--- config.mk ---
export PLATFORM = sky130hd
export DESIGN_NAME = mem_bus_arbiter
export DESIGN_NICKNAME = d
export VERILOG_FILES = /design/src/rtl/mem_arb_pkg.sv /design/src/rtl/mem_arb_watchdog.sv /design/src/rtl/mem_bus_arbiter.sv
export SDC_FILE = /design/constraint.sdc
export NUM_CORES = 1
export LEC_CHECK = 0
export CORE_AREA = 3 3 120 122
export DETAILED_ROUTE_END_ITERATION = 12
export DIE_AREA = 0 0 123 125
export MAX_ROUTING_LAYER = met4
export SLEW_MARGIN = 20
export SYNTH_ARGS = -nofsm -noshare
export SYNTH_HDL_FRONTEND = slang
export SYNTH_SLANG_ARGS = --single-unit
--- constraint.sdc ---
create_clock -name clk -period 1.35 [get_ports clk]
set_clock_uncertainty 0.2 [all_clocks]
set_input_delay 0.135 -clock clk [delete_from_list [all_inputs] [get_ports clk]]
set_output_delay 0.135 -clock clk [all_outputs]
set_load 0.05 [all_outputs]
--- src/rtl/mem_arb_pkg.sv ---
// mem_arb_pkg: shared types and constants for the two-master memory arbiter.
package mem_arb_pkg;
  typedef enum logic [1:0] {IDLE, BUSY0, BUSY1} state_e;
  localparam logic [1:0] OWN_NONE = 2'b00;
  localparam logic [1:0] OWN_M0   = 2'b01;
  localparam logic [1:0] OWN_M1   = 2'b10;
  localparam logic [31:0] ERR_DATA = 32'hDEAD_BEEF;
endpackage

--- src/rtl/mem_arb_watchdog.sv ---
// mem_arb_watchdog: counts slave-busy cycles of the granted transaction and flags a hang.
// Ports: clk, resetn (async active-low); busy_i = a grant is active,
// valid_i = owner still requesting, s_ready_i = slave completion;
// expire_o = force-complete this cycle, err_o = sticky expiry flag.
module mem_arb_watchdog #(
  parameter int TIMEOUT_CYCLES = 64
) (
  input  logic clk,
  input  logic resetn,
  input  logic busy_i,
  input  logic valid_i,
  input  logic s_ready_i,
  output logic expire_o,
  output logic err_o
);
  logic [15:0] cnt_q;
  logic        err_q;
  // A slave answer on the expiry cycle wins, so expiry needs s_ready low.
  assign expire_o = busy_i && valid_i && !s_ready_i && cnt_q == 16'(TIMEOUT_CYCLES - 1);
  assign err_o    = err_q;
  always_ff @(posedge clk or negedge resetn) begin
    if (!resetn) begin
      cnt_q <= '0;
      err_q <= 1'b0;
    end else begin
      cnt_q <= !busy_i ? '0 : s_ready_i ? cnt_q : cnt_q + 16'd1;
      err_q <= err_q | expire_o;
    end
  end
endmodule

--- src/rtl/mem_bus_arbiter.sv ---
// mem_bus_arbiter: round-robin arbiter sharing one native memory port between two masters.
// Ports: clk, resetn (async active-low); m0_* CPU master, m1_* host master
// (valid/addr/wdata/wstrb in, ready/rdata out); s_* slave port; owner = registered
// grant (00 none, 01 m0, 10 m1); timeout_err = sticky watchdog flag.
// Build option: define MEM_ARB_TIMEOUT_EN to enable the hung-slave watchdog.
module mem_bus_arbiter
  import mem_arb_pkg::*;
#(
  parameter int ADDR_W         = 32,
  parameter int DATA_W         = 32,
  parameter int TIMEOUT_CYCLES = 64
) (
  input  logic                clk,
  input  logic                resetn,
  input  logic                m0_valid,
  input  logic [ADDR_W-1:0]   m0_addr,
  input  logic [DATA_W-1:0]   m0_wdata,
  input  logic [DATA_W/8-1:0] m0_wstrb,
  output logic                m0_ready,
  output logic [DATA_W-1:0]   m0_rdata,
  input  logic                m1_valid,
  input  logic [ADDR_W-1:0]   m1_addr,
  input  logic [DATA_W-1:0]   m1_wdata,
  input  logic [DATA_W/8-1:0] m1_wstrb,
  output logic                m1_ready,
  output logic [DATA_W-1:0]   m1_rdata,
  output logic                s_valid,
  output logic [ADDR_W-1:0]   s_addr,
  output logic [DATA_W-1:0]   s_wdata,
  output logic [DATA_W/8-1:0] s_wstrb,
  input  logic                s_ready,
  input  logic [DATA_W-1:0]   s_rdata,
  output logic [1:0]          owner,
  output logic                timeout_err
);
  state_e            state_q;
  logic              last_q;
  logic [1:0]        owner_q;
  logic              busy, own0, own1, mv, expire, done;
  logic [DATA_W-1:0] rsp;
  assign busy = state_q != IDLE;
  assign own0 = state_q == BUSY0;
  assign own1 = state_q == BUSY1;
  assign mv   = own0 ? m0_valid : own1 && m1_valid;
  // Completion needs the owner still requesting; a dropped valid ends the grant silently.
  assign done = mv && (s_ready || expire);
  assign rsp  = expire ? DATA_W'(ERR_DATA) : s_rdata;
  assign s_valid  = mv && !expire;
  assign s_addr   = own0 ? m0_addr  : own1 ? m1_addr  : '0;
  assign s_wdata  = own0 ? m0_wdata : own1 ? m1_wdata : '0;
  assign s_wstrb  = own0 ? m0_wstrb : own1 ? m1_wstrb : '0;
  assign m0_ready = done && own0;
  assign m1_ready = done && own1;
  assign m0_rdata = own0 ? rsp : '0;
  assign m1_rdata = own1 ? rsp : '0;
  assign owner    = owner_q;
`ifdef MEM_ARB_TIMEOUT_EN
  mem_arb_watchdog #(.TIMEOUT_CYCLES(TIMEOUT_CYCLES)) u_wd (
    .clk       (clk),
    .resetn    (resetn),
    .busy_i    (busy),
    .valid_i   (mv),
    .s_ready_i (s_ready),
    .expire_o  (expire),
    .err_o     (timeout_err)
  );
`else
  logic unused_cfg;
  assign unused_cfg  = busy | (TIMEOUT_CYCLES == 0);
  assign expire      = 1'b0;
  assign timeout_err = 1'b0;
`endif
  // last_q = 1 means m1 was served last, so m0 wins a tie out of reset.
  always_ff @(posedge clk or negedge resetn) begin
    if (!resetn) begin
      state_q <= IDLE;
      last_q  <= 1'b1;
      owner_q <= OWN_NONE;
    end else if (state_q == IDLE) begin
      if (m0_valid && (!m1_valid || last_q)) begin
        state_q <= BUSY0;
        owner_q <= OWN_M0;
      end else if (m1_valid) begin
        state_q <= BUSY1;
        owner_q <= OWN_M1;
      end
    end else if (done || !mv) begin
      state_q <= IDLE;
      owner_q <= OWN_NONE;
      if (done) last_q <= own1;
    end
  end
endmodule

**Floorplan with the power grid**

Bar = 20 um. Pins as bars on the die edge. Tap cells in gray.
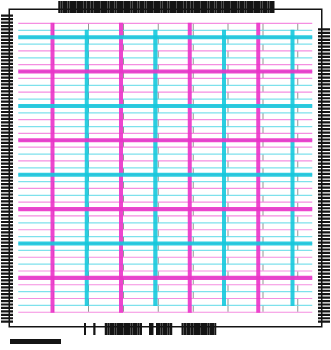
| net | color |
|---|---|
| VDD | cyan |
| VSS | magenta |
rows: 42
met4 straps: 8
met5 straps: 8
signal pins: 311
VDD IR max: 0.000696 V
Core Area: 13300 um2
Die Ht: 125 um
Die Span X: 123 um

**Cells colored by class**

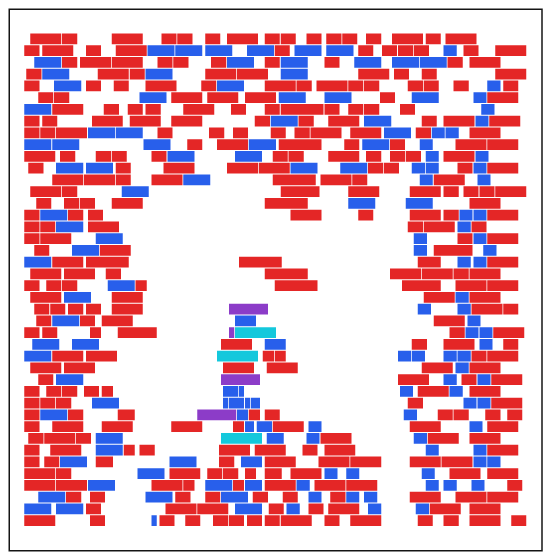
| class | color | cells | share of their area |
|---|---|---|---|
| combinational and other logic | blue | 148 | 27% |
| sequential cells | cyan | 3 | 1.1% |
| remaining buffers and delay cells | red | 341 | 71% |
| clock drivers and dummy loads | purple | 4 | 1.1% |
num rows: 42
Seq/total area: 1.08%
Final Cell Area: 7280 um2
fin util: 54.8%

**Clock network drawn from the DEF**

Bar = 20 um.
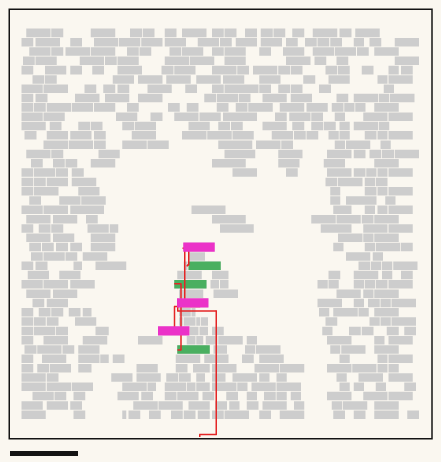
[flip-flops] green | count: 3
[clock wires] red | length: 125 um
[clock drivers] magenta | count: 3
routed clock nets: 4
Clk pwr share: 4.8%
Clock net power: 0.470 mW
clk_lat worst skew: 220 ps

==> power by group <==
group / leakage (nW) / internal (mW) / switching, mW
registers: 0.0335 / 0.133 / 0.0325
clock network: 0.0382 / 0.390 / 0.0800
logic: 3.04 / 4.83 / 4.41
==> path summary, 6_finish.rpt <==
check | startpoint | endpoint | slack (ps) | cells past startpoint
min in group asynchronous | resetn | state_q[1] | 480 | 2
worst min-delay path | last_q | last_q | 370 | 2
worst max register to register | state_q[1] | state_q[0] | 10 | 5
worst min register to register | last_q | last_q | 370 | 2
max in group asynchronous | resetn | last_q | 240 | 2
worst max-delay path | state_q[1] | s_addr[16] | -500 | 5
==> worst reg2reg max path: cells and delay by family (launching register included) <==
kind            cells  cell delay (ps)
compound gates      1              150
buf+inv             3              360
flops               1              420
simple gates        1              130
==> flow_metrics.env <==
# source this file to load flow results
export IMPL_warnings=29
export IMPL_synthArstFlopShare_pct=100
export IMPL_ys_sh_xor_pct=0
export IMPL_ctsHoldBuffers=1
export IMPL_power_leakage_nw=3.12
export IMPL_common_cells="a22o_1 (69), and2_1 (64), buf_4 (14)"
export IMPL_clkbuf_count=4
export IMPL_ys_ff=3
export IMPL_logic_area_um2=1890
export IMPL_synth_nets=347
export IMPL_chipArea_um2=15400
export IMPL_ys_sh_simple_pct=35.7
export IMPL_antenna_left=0
export IMPL_routed_top_layer="met4"
export IMPL_ctsResizeCount=11
export IMPL_comb_area_share_pct=26.0
export IMPL_layout_top_cell="clkdlybuf4s50_1"
export IMPL_crit_buf_inv=3
export IMPL_critPathArrivalTime_ps=1520
export IMPL_antenna_cells=0
export IMPL_critPathKind="register to primary output"
export IMPL_numCtsBuffers=3
export IMPL_track_usage_pct=15.8
export IMPL_finalSetupViolations=135
export IMPL_grtUsageMet3_pct=3.48
export IMPL_dr_wl_met2_um=7070
export IMPL_grt_pass1_wl_um=18300
export IMPL_logic_gates=147
export IMPL_synth_top_area_share_pct=45.5
export IMPL_dr_pass1_iters=4
export IMPL_avgSynthCellArea_um2=7.64
export IMPL_grt_start_max_net_pins=36
export IMPL_grt_use_met2_pct=29.0
export IMPL_muxShareOfSynthArea_pct=0
export IMPL_antenna_found_initial=0
export IMPL_post_route_period_util_pct=137
export IMPL_synthCells=174
export IMPL_clk_share_pct=1.08
export IMPL_cts_sinks=3
export IMPL_synthMostInstantiatedCell="a22o_1"
export IMPL_fill_cells=1068
export IMPL_power_mw=9.88
export IMPL_busiest_layer="met2"
export IMPL_wire_per_inst_um=19.7
export IMPL_vias=2801
export IMPL_ys_seq_share_pct=5.74
export IMPL_io_buffers=309
export IMPL_route_met3_wl_um=1240
export IMPL_placed_cell_area_um2=6860
export IMPL_timing_final_ws_setup_ps=-502
export IMPL_buffers_excl_clock=341
export IMPL_crit_chain="nor2b_4 > buf_12 > buf_4 > a22o_4 > buf_12"
export IMPL_top_regs="state_q x2, last_q x1"
export IMPL_yosys_cells=174
export IMPL_tap_cells=176
export IMPL_yosysWarnings=0
export IMPL_cp_top_family="buffers and inverters"
export IMPL_compound_area_share_pct=46.7
export IMPL_detail_route_iter0_violations=80
export IMPL_drcViolationCount=0
export IMPL_topCellsByArea="a22o_1 (45%), and2_1 (30%), buf_4 (7.9%), dfrtp_1 (3.8%), buf_2 (3.4%)"
export IMPL_clock_root_buffer="clkbuf_16"
export IMPL_globalplace_congestion=0.848
export IMPL_grt_pass1_vias=3099
export IMPL_gr_total_overflow=0
export IMPL_synth_edff_count=0
export IMPL_clock_fmax_mhz=540
export IMPL_gr_usage_met1_pct=17.7
export IMPL_place_inst=654
export IMPL_pre_cts_ws_ps=-274
export IMPL_clkTransAtPathRegs_ps=30
export IMPL_finalSetupTns_ps=-61860
export IMPL_slowest_stage="dfrtp_2"
export IMPL_fin_hold_ws_ps=371
export IMPL_largest_register="state_q"
export IMPL_synth_area_leader_cell="a22o_1"
export IMPL_period_minus_slack_ps=1850
export IMPL_htreeDepth=1
export IMPL_largest_class="non-clock buffers"
export IMPL_ys_sh_adder_pct=0
export IMPL_nonClkBufAreaFrac_pct=68.7
export IMPL_post_cts_buffers=4
export IMPL_top_logic_kind="AND-OR/OR-AND gates"
export IMPL_final_cells=672
export IMPL_inv_count=1
export IMPL_outcome="finished, violations left"
export IMPL_max_stage_delay_ps=420
export IMPL_hp_class="register to register"
export IMPL_worst_path_max_fanout=13
export IMPL_startpoint_type="register"
export IMPL_final_nets=670
export IMPL_clock_path_buffers=2
export IMPL_largest_reg_flops=2
export IMPL_required_ps=1010
export IMPL_violations="negative setup slack"
export IMPL_rsz0062_at_grt="yes"
export IMPL_crit_top_cell="buf_12"
export IMPL_ff_latch_area_um2=78.8
export IMPL_end_kind="primary output"
export IMPL_syn_to_final_growth_pct=448
export IMPL_numSequentialCells=3
export IMPL_ys_chip_area_um2=1330
export IMPL_dp_hpwl_um=10800
export IMPL_wirelength_met1_um=4830
export IMPL_drv_slew=0
export IMPL_io_pins=311
export IMPL_drive_gt1_share_pct=63.1
export IMPL_lay_top_cells="clkdlybuf4s50_1 (172), buf_12 (141), a22o_4 (69), and2_4 (64), buf_4 (11)"
export IMPL_initial_core_util_pct=9.99
export IMPL_hold_viol=0
export IMPL_vias_per_cell=4.17
export IMPL_ff_type="dfrtp_1"
export IMPL_ys_types=17
export IMPL_cts_tree="yes"
export IMPL_powerDensity_nw_per_um2=1360
export IMPL_cap_violations=0
export IMPL_wl_um=13300
export IMPL_synth_area_um2=1330
No activity file was given, so power comes from the tool's default toggle rates.
